<file path="config.mk">
export PLATFORM = sky130hd
export DESIGN_NAME = rr_sel_arbiter_4
export DESIGN_NICKNAME = d
export VERILOG_FILES = /design/src/rtl/rr_sel_arbiter_4_pkg.sv /design/src/rtl/rr_pick_4.sv /design/src/rtl/rr_sel_arbiter_4.sv
export SDC_FILE = /design/constraint.sdc
export NUM_CORES = 1
export LEC_CHECK = 0
export ABC_AREA = 1
export CAP_MARGIN = 20
export CORE_ASPECT_RATIO = 0.9
export CORE_UTILIZATION = 40
export DETAILED_ROUTE_END_ITERATION = 10
export GPL_TIMING_DRIVEN = 0
export PLACE_DENSITY = 0.69
export REMOVE_ABC_BUFFERS = 1
export SETUP_SLACK_MARGIN = 0.1
export SYNTH_ARGS = -nofsm -noshare
export SYNTH_HDL_FRONTEND = slang
export SYNTH_SLANG_ARGS = --single-unit
export TNS_END_PERCENT = 20
</file>
<file path="constraint.sdc">
create_clock -name clk -period 1.8 [get_ports clk]
set_input_delay 0.54 -clock clk [delete_from_list [all_inputs] [get_ports clk]]
set_output_delay 0.54 -clock clk [all_outputs]
set_load 0.01 [all_outputs]
</file>
<file path="src/rtl/rr_sel_arbiter_4_pkg.sv">
// Shared definitions for the 4-channel round-robin select arbiter.
// Holds the FSM state encoding and channel/select sizing used by the top and the picker.
package rr_sel_arbiter_4_pkg;

  localparam int NUM_CH = 4;
  localparam int SEL_W  = 2;

  typedef enum logic {
    IDLE  = 1'b0,
    GRANT = 1'b1
  } state_t;

endpackage

</file>
<file path="src/rtl/rr_pick_4.sv">
// Combinational round-robin picker: searches last+1, last+2, last+3, last and returns
// the first requesting channel as a one-hot vector and a binary index.
module rr_pick_4
  import rr_sel_arbiter_4_pkg::*;
(
  input  logic [NUM_CH-1:0] req,
  input  logic [SEL_W-1:0]  last,
  output logic [NUM_CH-1:0] winner,
  output logic [SEL_W-1:0]  winner_idx,
  output logic              any
);

  // Walk from lowest to highest priority so the highest-priority hit is written last.
  always_comb begin
    logic [SEL_W-1:0] idx;
    idx        = '0;
    winner     = '0;
    winner_idx = '0;
    any        = 1'b0;
    for (int k = NUM_CH; k >= 1; k--) begin
      idx = last + SEL_W'(k);
      if (req[idx]) begin
        winner      = '0;
        winner[idx] = 1'b1;
        winner_idx  = idx;
        any         = 1'b1;
      end
    end
  end

endmodule

</file>
<file path="src/rtl/rr_sel_arbiter_4.sv">
// Four-channel round-robin arbiter driving a registered 4:1 mux select with a valid/ready
// handshake; each grant lasts until its request drops or MAX_HOLD transfers are accepted.
module rr_sel_arbiter_4
  import rr_sel_arbiter_4_pkg::*;
#(
  parameter int MAX_HOLD = 4,
  parameter int CNT_W    = 8
) (
  input  logic              clk,
  input  logic              rst_n,
  input  logic [NUM_CH-1:0] req,
  input  logic              ready,
  output logic [NUM_CH-1:0] gnt,
  output logic [SEL_W-1:0]  sel,
  output logic              valid,
  output logic              xfer
);

  localparam logic [CNT_W-1:0] HOLD_LAST = CNT_W'(MAX_HOLD - 1);

  state_t            state_q, state_d;
  logic [CNT_W-1:0]  hold_q, hold_d;
  logic [SEL_W-1:0]  last_q, last_d;
  logic [NUM_CH-1:0] gnt_d;
  logic [SEL_W-1:0]  sel_d;
  logic              valid_d;

  logic [SEL_W-1:0]  pick_last;
  logic [NUM_CH-1:0] winner;
  logic [SEL_W-1:0]  winner_idx;
  logic              any;
  logic              release_grant;

  assign xfer = valid & ready;

  // On release the current channel becomes the lowest priority in the same cycle.
  assign pick_last     = (state_q == GRANT) ? sel : last_q;
  assign release_grant = (state_q == GRANT) &&
                         (!req[sel] || (xfer && (hold_q == HOLD_LAST)));

  rr_pick_4 u_pick (
    .req        (req),
    .last       (pick_last),
    .winner     (winner),
    .winner_idx (winner_idx),
    .any        (any)
  );

  always_comb begin
    state_d = state_q;
    hold_d  = hold_q;
    last_d  = last_q;
    gnt_d   = gnt;
    sel_d   = sel;
    valid_d = valid;
    case (state_q)
      IDLE: begin
        if (any) begin
          state_d = GRANT;
          gnt_d   = winner;
          sel_d   = winner_idx;
          valid_d = 1'b1;
          hold_d  = '0;
        end
      end
      GRANT: begin
        if (release_grant) begin
          last_d = sel;
          hold_d = '0;
          if (any) begin
            gnt_d   = winner;
            sel_d   = winner_idx;
            valid_d = 1'b1;
          end else begin
            state_d = IDLE;
            gnt_d   = '0;
            sel_d   = '0;
            valid_d = 1'b0;
          end
        end else if (xfer) begin
          hold_d = hold_q + CNT_W'(1);
        end
      end
      default: begin
        state_d = IDLE;
        gnt_d   = '0;
        sel_d   = '0;
        valid_d = 1'b0;
        hold_d  = '0;
      end
    endcase
  end

  // last resets to 3 so channel 0 is searched first after reset.
  always_ff @(posedge clk or negedge rst_n) begin
    if (!rst_n) begin
      state_q <= IDLE;
      hold_q  <= '0;
      last_q  <= 2'd3;
      gnt     <= '0;
      sel     <= '0;
      valid   <= 1'b0;
    end else begin
      state_q <= state_d;
      hold_q  <= hold_d;
      last_q  <= last_d;
      gnt     <= gnt_d;
      sel     <= sel_d;
      valid   <= valid_d;
    end
  end

endmodule
</file>
### Clock wires, drivers and flops, run 1

Scale: 6 px per µm.
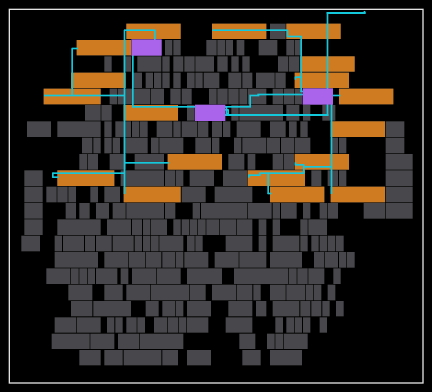
Key: orange = flip-flops [count 18]; purple = clock-net drivers [count 3]; cyan = clock wires [length 243 µm]
There are 4 routed clock nets.
setup clock skew after layout: 0.00278 ns
clock network latency to the later pin of the worst-skew pair: 0.26 ns

### Wiring by layer, run 1

Scale: 6 px per µm.
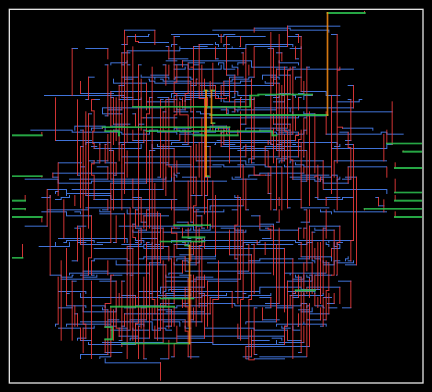
Key: red = M2 [wire length 2200 µm]; green = M3 [wire length 221 µm]; orange = M4 [wire length 53.0 µm]; blue = M1 [wire length 2100 µm]
Post-Route WL: 4570 µm
Total GRT Usage: 0.231

### Routing congestion map, run 1

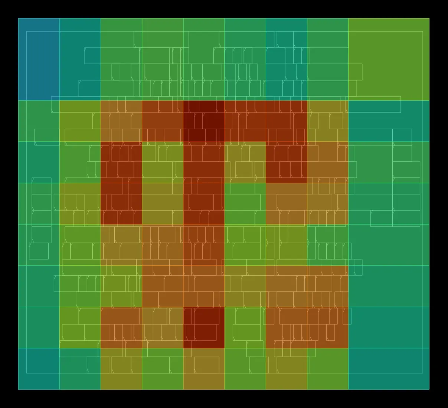
busiest layer in global routing: met2
met1 capacity usage during global routing: 0.316
wire per inst: 14.1 µm
final core occ: 0.631

==> flow_results.xml, run 1 <==
<?xml version="1.0" encoding="UTF-8"?>
<metrics>
  <group name="logic_synthesis">
    <metric name="synthTopCellsByCount" unit="">sky130_fd_sc_hd__nand2_1, sky130_fd_sc_hd__nand3_1, sky130_fd_sc_hd__inv_1, sky130_fd_sc_hd__dfrtp_1, sky130_fd_sc_hd__nor2_1</metric>
    <metric name="synthDominantCellAreaShare" unit="">0.250</metric>
    <metric name="xor_share" unit="">0.0219</metric>
    <metric name="synth.lib_cells_used.distinct" unit="">26</metric>
    <metric name="ys_cells" unit="">232</metric>
    <metric name="synthFlopType" unit="">sky130_fd_sc_hd__dfrtp_1</metric>
    <metric name="synth_area_per_cell" unit="µm²">6.90</metric>
    <metric name="synthesis_area_per_yosys" unit="µm²">1600</metric>
    <metric name="syn_area" unit="µm²">1600</metric>
    <metric name="synth-warning-count" unit="">0</metric>
  </group>
  <group name="sta">
    <metric name="setup_ws" unit="ns">0.0152</metric>
    <metric name="worst_slew_margin_rel" unit="">0.447</metric>
    <metric name="final-max-slew-violation-count" unit="">0</metric>
    <metric name="grt_setup_unrepaired" unit="">true</metric>
    <metric name="fmax" unit="GHz">0.560</metric>
  </group>
  <group name="placed_design">
    <metric name="place.detailed.hpwl" unit="µm">2600</metric>
    <metric name="placed_cells" unit="">290</metric>
    <metric name="io_buffers" unit="">14</metric>
    <metric name="detailed_place.area" unit="µm²">1780</metric>
  </group>
  <group name="clock_tree">
    <metric name="clock-sinks" unit="">18</metric>
    <metric name="number_of_gates_resized_after_cts" unit="">60</metric>
    <metric name="postCtsHoldBufs" unit="">0</metric>
    <metric name="ctsRootBufferMaster" unit="">sky130_fd_sc_hd__clkbuf_8</metric>
    <metric name="cts_tree" unit="">yes</metric>
    <metric name="clk_pin_slew" unit="ns">0.07</metric>
  </group>
  <group name="final_layout">
    <metric name="final_net_count" unit="">294</metric>
    <metric name="final_layout_size_suffix_gt1_frac" unit="">0.379</metric>
    <metric name="design_area" unit="µm²">2390</metric>
  </group>
  <group name="run">
    <metric name="stage_log_warnings" unit="">34</metric>
  </group>
  <group name="route">
    <metric name="firstDrtPassIters" unit="">4</metric>
    <metric name="drc_errors" unit="">0</metric>
    <metric name="vias" unit="">1692</metric>
    <metric name="drtAntennaViolNets" unit="">0</metric>
  </group>
  <group name="setup_path">
    <metric name="critical_path.max_stage_delay" unit="ns">0.48</metric>
    <metric name="critPathRequiredTime" unit="ns">1.95</metric>
    <metric name="critical_path_buf_inv_count" unit="">3</metric>
  </group>
  <group name="outcome">
    <metric name="run_status" unit="">completed</metric>
  </group>
  <group name="floorplanning">
    <metric name="core_region_area" unit="µm²">3780</metric>
    <metric name="floorplanUtilization" unit="">0.423</metric>
  </group>
</metrics>
==> run 1: state kept, by name (all words and copies together), names as in the netlist <==
name and flops:
last_q 2, state_q 1, sel 2, hold_q 8, gnt 4, valid 1
==> run 1: cell families after synthesis <==
kind of cell | after synthesis
and+or+nand+nor | 165
buffers and inverters | 25
DFF | 18
AOI/OAI and AO/OA | 11
adders and majority gates | 9
xor gates and xnor gates | 4
==> run 1: path summary, 6_finish.rpt <==
check                                     endpoint               start  depth (start not counted)
worst max-delay path            gnt[0]$_DFFE_PN0P_   state_q$_DFF_PN0_                         12
worst min-delay path            gnt[0]$_DFFE_PN0P_  gnt[0]$_DFFE_PN0P_                          2
worst max register to register  gnt[0]$_DFFE_PN0P_   state_q$_DFF_PN0_                         12
worst min register to register  gnt[0]$_DFFE_PN0P_  gnt[0]$_DFFE_PN0P_                          2
max in group asynchronous        state_q$_DFF_PN0_               rst_n                          1
min in group asynchronous       sel[1]$_DFFE_PN0P_               rst_n                          1
==> run 1: through the flow <==
step           utilization  hold WS, ns  TNS [ns]
2_1_floorplan            -        0.244    -0.645
3_3_place_gp         0.472        0.489    -10.27
3_5_place_dp         0.472        0.491    -10.27
4_1_cts              0.580        0.509         0
5_1_grt              0.631        0.546    -0.624
6_report             0.631        0.503         0
==> run 1: per-layer routing <==
layer	global-route usage	vias up	wire length (µm)
li1	-	839	-
met1	0.316	795	2100
met2	0.387	50	2200
met3	0.0474	8	220
met4	0.0292	0	53
met5	0	-	0
==> run 1: cell type report <==
type / count / area [µm²]
inverters: 23 / 109
flip-flops and latches: 18 / 455
repair buffers: 42 / 375
fillers: 325 / 1400
clock buffers: 4 / 55.1
well taps: 46 / 57.6
multi-input cells: 190 / 1340
## Run 2: what changed since run 1
--- a/config.mk
+++ b/config.mk
@@ -5,13 +5,13 @@
 export SDC_FILE = /design/constraint.sdc
 export NUM_CORES = 1
 export LEC_CHECK = 0
-export ABC_AREA = 1
+export ABC_AREA = 0
 export CAP_MARGIN = 20
 export CORE_ASPECT_RATIO = 0.9
-export CORE_UTILIZATION = 40
+export CORE_UTILIZATION = 30
 export DETAILED_ROUTE_END_ITERATION = 10
 export GPL_TIMING_DRIVEN = 0
-export PLACE_DENSITY = 0.69
+export PLACE_DENSITY = 0.57
 export REMOVE_ABC_BUFFERS = 1
 export SETUP_SLACK_MARGIN = 0.1
 export SYNTH_ARGS = -nofsm -noshare
### Routing congestion map, run 2

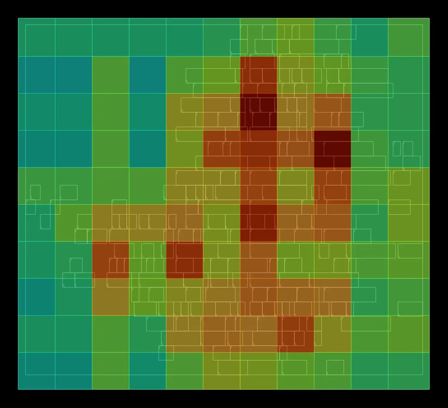
busiest layer in global routing: met1
wire per inst: 16.1 µm
final core occ: 0.448
met1 capacity usage during global routing: 0.238

==> run 2 against run 1 <==
Net effect: the run now ends with setup timing left; sequential share of layout area rose by 2.0 points; flip-flop count stayed put; synthesized cell count fell by 31%; cell count shrank 18%; clock skew shrank 0.00056 ns; register-to-register slack worse by 0.25 ns; critical path type unchanged.
==> flow_results.xml, run 2 <==
<?xml version="1.0" encoding="UTF-8"?>
<metrics>
  <group name="route">
    <metric name="firstDrtPassIters" unit="">4</metric>
  </group>
  <group name="clock_tree">
    <metric name="ctsRootBufferMaster" unit="">sky130_fd_sc_hd__clkbuf_8</metric>
    <metric name="clk_pin_slew" unit="ns">0.07</metric>
  </group>
  <group name="final_layout">
    <metric name="final_net_count" unit="">216</metric>
    <metric name="comb_cells" unit="">130</metric>
    <metric name="comb-cell-share" unit="">0.530</metric>
    <metric name="clock_buffer_count" unit="">4</metric>
    <metric name="area.sequential" unit="µm²">457</metric>
    <metric name="final_layout_size_suffix_gt1_frac" unit="">0.457</metric>
  </group>
  <group name="placed_design">
    <metric name="io_buffers" unit="">14</metric>
    <metric name="place.detailed.hpwl" unit="µm">2390</metric>
  </group>
  <group name="logic_synthesis">
    <metric name="synthesis_area_per_yosys" unit="µm²">1510</metric>
    <metric name="synthFlopType" unit="">sky130_fd_sc_hd__dfrtp_1</metric>
    <metric name="synth_area_per_cell" unit="µm²">9.47</metric>
    <metric name="synth-warning-count" unit="">0</metric>
    <metric name="synth.lib_cells_used.distinct" unit="">47</metric>
    <metric name="xor_share" unit="">0.0291</metric>
    <metric name="synthTopCellsByCount" unit="">sky130_fd_sc_hd__nand2_1, sky130_fd_sc_hd__dfrtp_1, sky130_fd_sc_hd__o21ai_0, sky130_fd_sc_hd__ha_1, sky130_fd_sc_hd__nor2_1</metric>
  </group>
  <group name="sta">
    <metric name="worst_slew_margin_rel" unit="">0.456</metric>
    <metric name="holdWs" unit="ns">0.493</metric>
    <metric name="setup_ws" unit="ns">-0.230</metric>
    <metric name="timing.final.setup_violations" unit="">14</metric>
  </group>
  <group name="setup_path">
    <metric name="worst_setup_path_endpoint" unit="">sel[0]$_DFFE_PN0P_</metric>
  </group>
  <group name="outcome">
    <metric name="run_status" unit="">complete, but fails checks</metric>
    <metric name="failed_checks" unit="">setup timing</metric>
  </group>
  <group name="min_path">
    <metric name="timing.hold.worst_endpoint" unit="">gnt[1]$_DFFE_PN0P_</metric>
  </group>
</metrics>
### Wiring by layer, run 2

Scale: 6 px per µm.
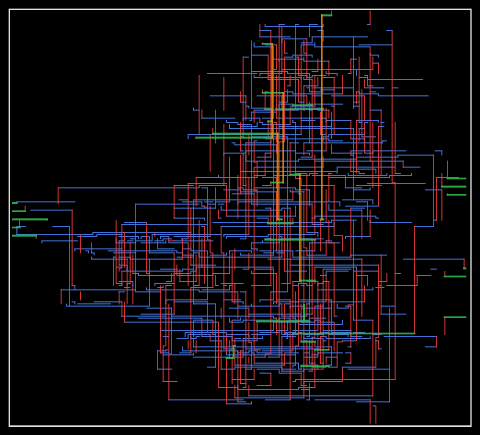
Key: green = M3 [wire length 140 µm]; blue = M1 [wire length 2140 µm]; orange = M4 [wire length 96.6 µm]; red = M2 [wire length 1880 µm]
Total GRT Usage: 0.160
via total after detailed routing: 1423
Post-Route WL: 4250 µm

run 2: critical path, cell delays in order (launching register included):
cell and delay [ns]:
sky130_fd_sc_hd__dfrtp_2 0.45, sky130_fd_sc_hd__mux2i_4 0.31, sky130_fd_sc_hd__ha_4 0.26, sky130_fd_sc_hd__mux2i_1 0.14, sky130_fd_sc_hd__nand2_1 0.11, sky130_fd_sc_hd__and2_4 0.19
sky130_fd_sc_hd__buf_4 0.12, sky130_fd_sc_hd__a21boi_2 0.04, sky130_fd_sc_hd__a221o_1 0.28
run 2: repair_timing:
| action | 4_1_cts | 5_1_grt |
|---|---|---|
| hold endpoints to repair | 0 | 0 |
| pin swaps | 25 | 8 |
| setup endpoints to repair | 23 | 20 |
| gates resized | 83 | 11 |
| setup buffers | 20 | 9 |
run 2: layer usage:
metal  track usage  vias to the layer above  wire (µm)
met4        0.0791                        0         96
li1              -                      670          -
met1         0.238                      699       2140
met5             0                        -          0
met3        0.0132                       10        139
met2         0.229                       44       1880
run 2: logic make-up (layout without fill, tap and decap cells):
kind of cell | count (synthesis) | after routing
xor gates and xnor gates | 5 | 5
and+or+nand+nor | 62 | 62
DFF | 18 | 18
buffers and inverters | 11 | 51
muxes | 13 | 13
AOI/OAI and AO/OA | 41 | 41
adders and majority gates | 9 | 9
